==> config.mk <==
export PLATFORM = sky130hd
export DESIGN_NAME = wakeup_scoreboard_flat
export DESIGN_NICKNAME = d
export VERILOG_FILES = /design/src/rtl/wakeup_scoreboard_pkg.sv /design/src/rtl/wakeup_scoreboard_if.sv /design/src/rtl/wakeup_scoreboard_entry.sv /design/src/rtl/wakeup_scoreboard.sv /design/src/flat_wrapper.sv
export SDC_FILE = /design/constraint.sdc
export NUM_CORES = 1
export LEC_CHECK = 0
export CAP_MARGIN = 10
export CORE_MARGIN = 4
export CORE_UTILIZATION = 50
export DETAILED_ROUTE_END_ITERATION = 10
export DONT_BUFFER_PORTS = 1
export GPL_ROUTABILITY_DRIVEN = 0
export PLACE_DENSITY = 0.68
export SYNTH_ARGS = -nofsm -noshare
export SYNTH_HDL_FRONTEND = slang
export SYNTH_HIERARCHICAL = 1
export SYNTH_SLANG_ARGS = --single-unit
==> constraint.sdc <==
create_clock -name clk -period 2.5 [get_ports clk]
set_input_delay 0.25 -clock clk [delete_from_list [all_inputs] [get_ports clk]]
set_output_delay 0.25 -clock clk [all_outputs]
set_load 0.005 [all_outputs]
==> src/rtl/wakeup_scoreboard_pkg.sv <==
// Shared CPU package for the register wakeup scoreboard.
// It holds the architectural register count, the register address type and the per-register state enum.
package wakeup_scoreboard_pkg;

    localparam int REG_NUM = 32;

    typedef logic [$clog2(REG_NUM)-1:0] reg_addr_t;

    // IDLE: value ready. PEND: busy and the producer has not been scheduled.
    // COUNT: busy and counting down to the first cycle the value can be forwarded.
    typedef enum logic [1:0] {
        SB_IDLE  = 2'd0,
        SB_PEND  = 2'd1,
        SB_COUNT = 2'd2
    } sb_state_t;

endpackage

==> src/rtl/wakeup_scoreboard_if.sv <==
// Dispatch, wakeup and writeback bundle for the wakeup scoreboard.
// Every *_valid / *_we bit qualifies its address only in the cycle it is high.
// There is no ready-side backpressure: the scoreboard accepts every qualified access in the same cycle.
interface wakeup_scoreboard_if #(
    parameter int REG_NUM = wakeup_scoreboard_pkg::REG_NUM,
    parameter int DISP_W  = 2,
    parameter int WAKE_W  = 2,
    parameter int WB_W    = 2,
    parameter int LAT_W   = 3
);
    localparam int ADDR_W = $clog2(REG_NUM);

    logic                              flush;
    logic [DISP_W-1:0][ADDR_W-1:0]     q_src1;
    logic [DISP_W-1:0][ADDR_W-1:0]     q_src2;
    logic [DISP_W-1:0][ADDR_W-1:0]     q_old_dest;
    logic [DISP_W-1:0]                 q_use_old_dest;
    logic [DISP_W-1:0]                 src1_ready;
    logic [DISP_W-1:0]                 src2_ready;
    logic [DISP_W-1:0]                 old_dest_ready;
    logic [DISP_W-1:0]                 map_we;
    logic [DISP_W-1:0][ADDR_W-1:0]     map_dest;
    logic [WAKE_W-1:0]                 wake_valid;
    logic [WAKE_W-1:0][ADDR_W-1:0]     wake_dest;
    logic [WAKE_W-1:0][LAT_W-1:0]      wake_lat;
    logic [WB_W-1:0]                   wb_valid;
    logic [WB_W-1:0][ADDR_W-1:0]       wb_dest;
    logic                              all_idle;

    modport master (
        output flush, q_src1, q_src2, q_old_dest, q_use_old_dest,
        output map_we, map_dest, wake_valid, wake_dest, wake_lat,
        output wb_valid, wb_dest,
        input  src1_ready, src2_ready, old_dest_ready, all_idle
    );

    modport slave (
        input  flush, q_src1, q_src2, q_old_dest, q_use_old_dest,
        input  map_we, map_dest, wake_valid, wake_dest, wake_lat,
        input  wb_valid, wb_dest,
        output src1_ready, src2_ready, old_dest_ready, all_idle
    );

endinterface

==> src/rtl/wakeup_scoreboard_entry.sv <==
// One scoreboard register: IDLE/PEND/COUNT state plus its latency countdown.
// Request inputs are already address-decoded and priority-resolved by the top level.
module scoreboard_entry
    import wakeup_scoreboard_pkg::*;
#(
    parameter int LAT_W = 3
) (
    input  logic             clk,
    input  logic             reset,
    input  logic             i_flush,
    input  logic             i_map,
    input  logic             i_idle_req,
    input  logic             i_cnt_req,
    input  logic [LAT_W-1:0] i_cnt_val,
    output sb_state_t        o_state,
    output logic             o_ready
);

    sb_state_t        r_state;
    sb_state_t        w_state_nxt;
    logic [LAT_W-1:0] r_cnt;
    logic [LAT_W-1:0] w_cnt_nxt;

    // State and countdown register.
    always_ff @(posedge clk) begin
        if (reset) begin
            r_state <= SB_IDLE;
            r_cnt   <= '0;
        end else begin
            r_state <= w_state_nxt;
            r_cnt   <= w_cnt_nxt;
        end
    end

    // Next state: flush, then map, then release to IDLE, then countdown load, then natural countdown.
    always_comb begin
        w_state_nxt = r_state;
        w_cnt_nxt   = r_cnt;
        if (i_flush) begin
            w_state_nxt = SB_IDLE;
            w_cnt_nxt   = '0;
        end else if (i_map) begin
            w_state_nxt = SB_PEND;
            w_cnt_nxt   = '0;
        end else if (i_idle_req) begin
            w_state_nxt = SB_IDLE;
            w_cnt_nxt   = '0;
        end else if (i_cnt_req) begin
            w_state_nxt = SB_COUNT;
            w_cnt_nxt   = i_cnt_val;
        end else if (r_state == SB_COUNT) begin
            if (r_cnt == LAT_W'(1)) begin
                w_state_nxt = SB_IDLE;
                w_cnt_nxt   = '0;
            end else begin
                w_cnt_nxt = r_cnt - LAT_W'(1);
            end
        end
    end

    assign o_state = r_state;
    // The last countdown cycle already counts as ready, so consumers issue in the cycle the result forwards.
    assign o_ready = (r_state == SB_IDLE) || ((r_state == SB_COUNT) && (r_cnt == LAT_W'(1)));

endmodule

==> src/rtl/wakeup_scoreboard.sv <==
// Register wakeup scoreboard: per-slot readiness queries with same-cycle bypass, plus busy tracking.
// Register 0 is constant ready and never instantiated.
module wakeup_scoreboard #(
    parameter int REG_NUM = wakeup_scoreboard_pkg::REG_NUM,
    parameter int DISP_W  = 2,
    parameter int WAKE_W  = 2,
    parameter int WB_W    = 2,
    parameter int LAT_W   = 3
) (
    input  logic               clk,
    input  logic               reset,
    wakeup_scoreboard_if.slave sb
);
    import wakeup_scoreboard_pkg::*;

    localparam int ADDR_W = $clog2(REG_NUM);

    logic [REG_NUM-1:1] w_map;
    logic [REG_NUM-1:1] w_idle_req;
    logic [REG_NUM-1:1] w_cnt_req;
    logic [LAT_W-1:0]   w_cnt_val [1:REG_NUM-1];
    sb_state_t          w_state   [1:REG_NUM-1];
    logic [REG_NUM-1:1] w_busy;
    logic [REG_NUM-1:0] w_ready;
    logic [DISP_W-1:0]  w_src1_rdy;
    logic [DISP_W-1:0]  w_src2_rdy;
    logic [DISP_W-1:0]  w_old_rdy;
    logic               r_all_idle;

    // Decode map/wb/wake ports into per-register requests; later wake ports override earlier ones.
    always_comb begin
        w_map      = '0;
        w_idle_req = '0;
        w_cnt_req  = '0;
        for (int i = 1; i < REG_NUM; i++) begin
            w_cnt_val[i] = '0;
            for (int k = 0; k < DISP_W; k++) begin
                if (sb.map_we[k] && (sb.map_dest[k] == ADDR_W'(i))) w_map[i] = 1'b1;
            end
            for (int p = 0; p < WB_W; p++) begin
                if (sb.wb_valid[p] && (sb.wb_dest[p] == ADDR_W'(i))) w_idle_req[i] = 1'b1;
            end
            for (int p = 0; p < WAKE_W; p++) begin
                if (sb.wake_valid[p] && (sb.wake_dest[p] == ADDR_W'(i))) begin
                    if (sb.wake_lat[p] == '0) begin
                        w_idle_req[i] = 1'b1;
                    end else begin
                        w_cnt_req[i] = 1'b1;
                        w_cnt_val[i] = sb.wake_lat[p];
                    end
                end
            end
        end
    end

    assign w_ready[0] = 1'b1;

    for (genvar gi = 1; gi < REG_NUM; gi++) begin : g_entry
        scoreboard_entry #(.LAT_W(LAT_W)) u_entry (
            .clk        (clk),
            .reset      (reset),
            .i_flush    (sb.flush),
            .i_map      (w_map[gi]),
            .i_idle_req (w_idle_req[gi]),
            .i_cnt_req  (w_cnt_req[gi]),
            .i_cnt_val  (w_cnt_val[gi]),
            .o_state    (w_state[gi]),
            .o_ready    (w_ready[gi])
        );
        assign w_busy[gi] = (w_state[gi] != SB_IDLE);
    end

    // Per-slot readiness: stored state, bypassed by this cycle's releases, then masked by older slots' maps.
    always_comb begin
        logic [ADDR_W-1:0] v_addr;
        logic              v_rdy;
        v_addr     = '0;
        v_rdy      = 1'b0;
        w_src1_rdy = '0;
        w_src2_rdy = '0;
        w_old_rdy  = '0;
        for (int j = 0; j < DISP_W; j++) begin
            for (int s = 0; s < 3; s++) begin
                v_addr = (s == 0) ? sb.q_src1[j] : ((s == 1) ? sb.q_src2[j] : sb.q_old_dest[j]);
                v_rdy  = (v_addr == '0) || w_ready[v_addr];
                for (int p = 0; p < WB_W; p++) begin
                    if (sb.wb_valid[p] && (sb.wb_dest[p] == v_addr)) v_rdy = 1'b1;
                end
                for (int p = 0; p < WAKE_W; p++) begin
                    if (sb.wake_valid[p] && (sb.wake_lat[p] == '0) && (sb.wake_dest[p] == v_addr)) v_rdy = 1'b1;
                end
                for (int k = 0; k < DISP_W; k++) begin
                    if ((k < j) && sb.map_we[k] && (sb.map_dest[k] == v_addr) && (v_addr != '0)) v_rdy = 1'b0;
                end
                if (s == 0)      w_src1_rdy[j] = v_rdy;
                else if (s == 1) w_src2_rdy[j] = v_rdy;
                else             w_old_rdy[j]  = v_rdy || !sb.q_use_old_dest[j];
            end
        end
    end

    // Registered idle flag, one cycle behind the state vector.
    always_ff @(posedge clk) begin
        if (reset) r_all_idle <= 1'b1;
        else       r_all_idle <= ~|w_busy;
    end

    assign sb.src1_ready     = w_src1_rdy;
    assign sb.src2_ready     = w_src2_rdy;
    assign sb.old_dest_ready = w_old_rdy;
    assign sb.all_idle       = r_all_idle;

endmodule

==> src/flat_wrapper.sv <==
// flat-port wrapper written by rule: the top's interface ports become plain ports
module wakeup_scoreboard_flat import wakeup_scoreboard_pkg::*;
#(
    parameter int REG_NUM = wakeup_scoreboard_pkg::REG_NUM,
    parameter int DISP_W  = 2,
    parameter int WAKE_W  = 2,
    parameter int WB_W    = 2,
    parameter int LAT_W   = 3
)
  (clk, reset, sb_flush, sb_q_src1, sb_q_src2, sb_q_old_dest, sb_q_use_old_dest, sb_map_we, sb_map_dest, sb_wake_valid, sb_wake_dest, sb_wake_lat, sb_wb_valid, sb_wb_dest, sb_src1_ready, sb_src2_ready, sb_old_dest_ready, sb_all_idle);
  wakeup_scoreboard_if #(.REG_NUM(REG_NUM), .DISP_W(DISP_W), .WAKE_W(WAKE_W), .WB_W(WB_W), .LAT_W(LAT_W)) sb_i ();
  input  logic clk;
  input  logic reset;
  input wire logic [$bits(sb_i.flush)-1:0] sb_flush;
  input wire logic [$bits(sb_i.q_src1)-1:0] sb_q_src1;
  input wire logic [$bits(sb_i.q_src2)-1:0] sb_q_src2;
  input wire logic [$bits(sb_i.q_old_dest)-1:0] sb_q_old_dest;
  input wire logic [$bits(sb_i.q_use_old_dest)-1:0] sb_q_use_old_dest;
  input wire logic [$bits(sb_i.map_we)-1:0] sb_map_we;
  input wire logic [$bits(sb_i.map_dest)-1:0] sb_map_dest;
  input wire logic [$bits(sb_i.wake_valid)-1:0] sb_wake_valid;
  input wire logic [$bits(sb_i.wake_dest)-1:0] sb_wake_dest;
  input wire logic [$bits(sb_i.wake_lat)-1:0] sb_wake_lat;
  input wire logic [$bits(sb_i.wb_valid)-1:0] sb_wb_valid;
  input wire logic [$bits(sb_i.wb_dest)-1:0] sb_wb_dest;
  output wire logic [$bits(sb_i.src1_ready)-1:0] sb_src1_ready;
  output wire logic [$bits(sb_i.src2_ready)-1:0] sb_src2_ready;
  output wire logic [$bits(sb_i.old_dest_ready)-1:0] sb_old_dest_ready;
  output wire logic [$bits(sb_i.all_idle)-1:0] sb_all_idle;
  assign sb_i.flush = sb_flush;
  assign sb_i.q_src1 = sb_q_src1;
  assign sb_i.q_src2 = sb_q_src2;
  assign sb_i.q_old_dest = sb_q_old_dest;
  assign sb_i.q_use_old_dest = sb_q_use_old_dest;
  assign sb_i.map_we = sb_map_we;
  assign sb_i.map_dest = sb_map_dest;
  assign sb_i.wake_valid = sb_wake_valid;
  assign sb_i.wake_dest = sb_wake_dest;
  assign sb_i.wake_lat = sb_wake_lat;
  assign sb_i.wb_valid = sb_wb_valid;
  assign sb_i.wb_dest = sb_wb_dest;
  assign sb_src1_ready = sb_i.src1_ready;
  assign sb_src2_ready = sb_i.src2_ready;
  assign sb_old_dest_ready = sb_i.old_dest_ready;
  assign sb_all_idle = sb_i.all_idle;
  wakeup_scoreboard #(.REG_NUM(REG_NUM), .DISP_W(DISP_W), .WAKE_W(WAKE_W), .WB_W(WB_W), .LAT_W(LAT_W)) u_core (.clk(clk), .reset(reset), .sb(sb_i));
endmodule
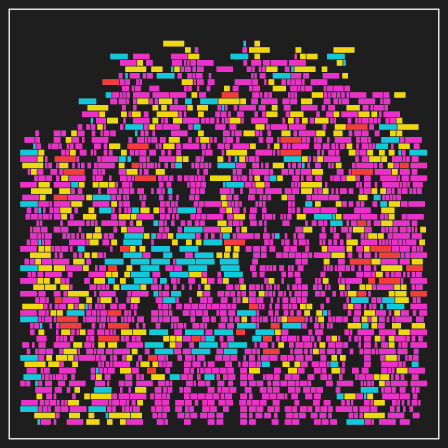
*Cell sizes after repair*
| colour | size | cells | share |
|---|---|---|---|
| cyan | drive 2 | 129 | 6.2% |
| magenta | drive 1 or less | 1576 | 76% |
| yellow | drive 3 to 4 | 322 | 16% |
| red | drive 6 and up | 40 | 1.9% |
Final Cell Area: 18100 um^2
area grow syn2layout: 20.2%
bufs w/o clock: 202
fin worst setup slack: -0.630 ns

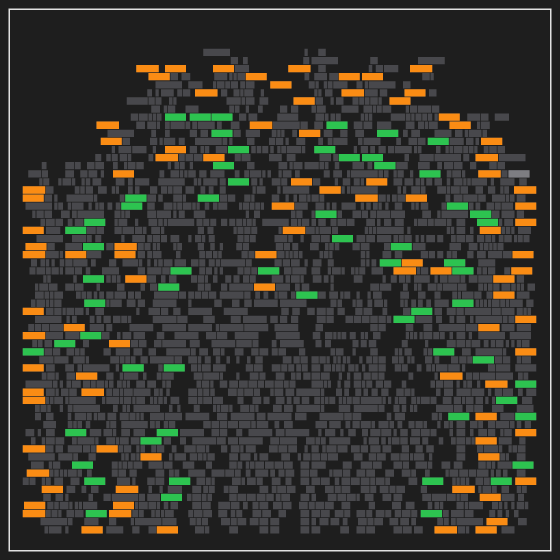
*Where the registers sit*
Other sequential cells in the stronger grey, the rest of the logic in the fainter grey.
| colour | signal | sequential cells | where |
|---|---|---|---|
| green | u_core/g_entry.u_entry/o_state | 62 | widely spread |
| orange | u_core/g_entry.u_entry/r_cnt | 93 | widely spread |
flop share of the area: 17.5%
Seq. pwr: 2530 uW
Post-Route Utilization: 61.1%
FF+latch area: 3160 um^2

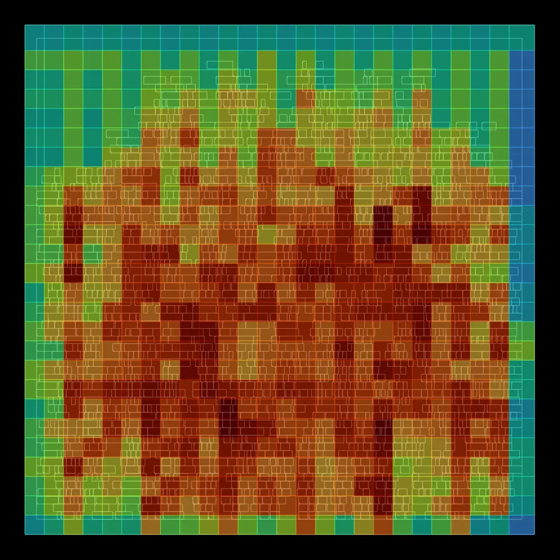
*Track usage over the die*
met2 Use GR: 55.8%
drt wl/cell: 25.8 um
gr usage total: 36.6%
grt met1 use: 43.5%
GRT busiest layer: met2

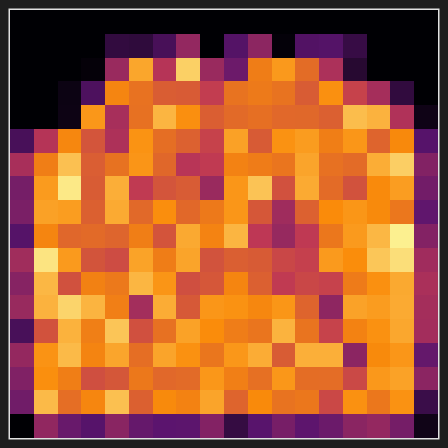
*Local utilization*
18 x 18 tiles, from black (low) to pale yellow (high), 0 to 100% covered.
fullest tile: 97%
emptiest ninth of the die: top left
tiles over 75% full: 27%

==> impl_metrics.ini <==
; synthesis and place-and-route metrics
[power]
internal_power_uw = 4300
pg_clk_uw = 2600
p_switching_uw = 1900
p_per_area_nw_per_um2 = 342

[clock_tree]
cts.path.max_buffers = 2
clk_pin_slew_ns = 0.07
cts_made_buffers = 17
ctsResizeCount = 113

[run_status]
violations = negative setup slack
status = complete, but fails checks

[worst_setup_path]
startpoint = u_core/g_entry[30].u_entry/r_cnt[1]
crit_required_ns = 2.25

[sta]
finalHoldViolations = 0
maxClockFrequency_mhz = 319
setup_viol = 6
setup_ws_ns = -0.630
tightest_slew_ns = 0.829

[synth]
fp_nets = 2101
synth_cell_types = 54
synth_xor_xnor_area_share_pct = 7.68

[placement]
placed_cell_area_um2 = 16500

[finish]
num-multi-input-gates = 1517
nonClkBufAreaFrac_pct = 9.06
n_clock_buffer = 17
antennaDiodeCount = 3

[floorplan]
dieArea_um2 = 33000
nWellTaps = 390
dieHeight_um = 182

[route]
wl_met1_um = 22400

[global_routing]
antenna_found_initial = 2
Power is estimated from default activity; no workload was simulated.
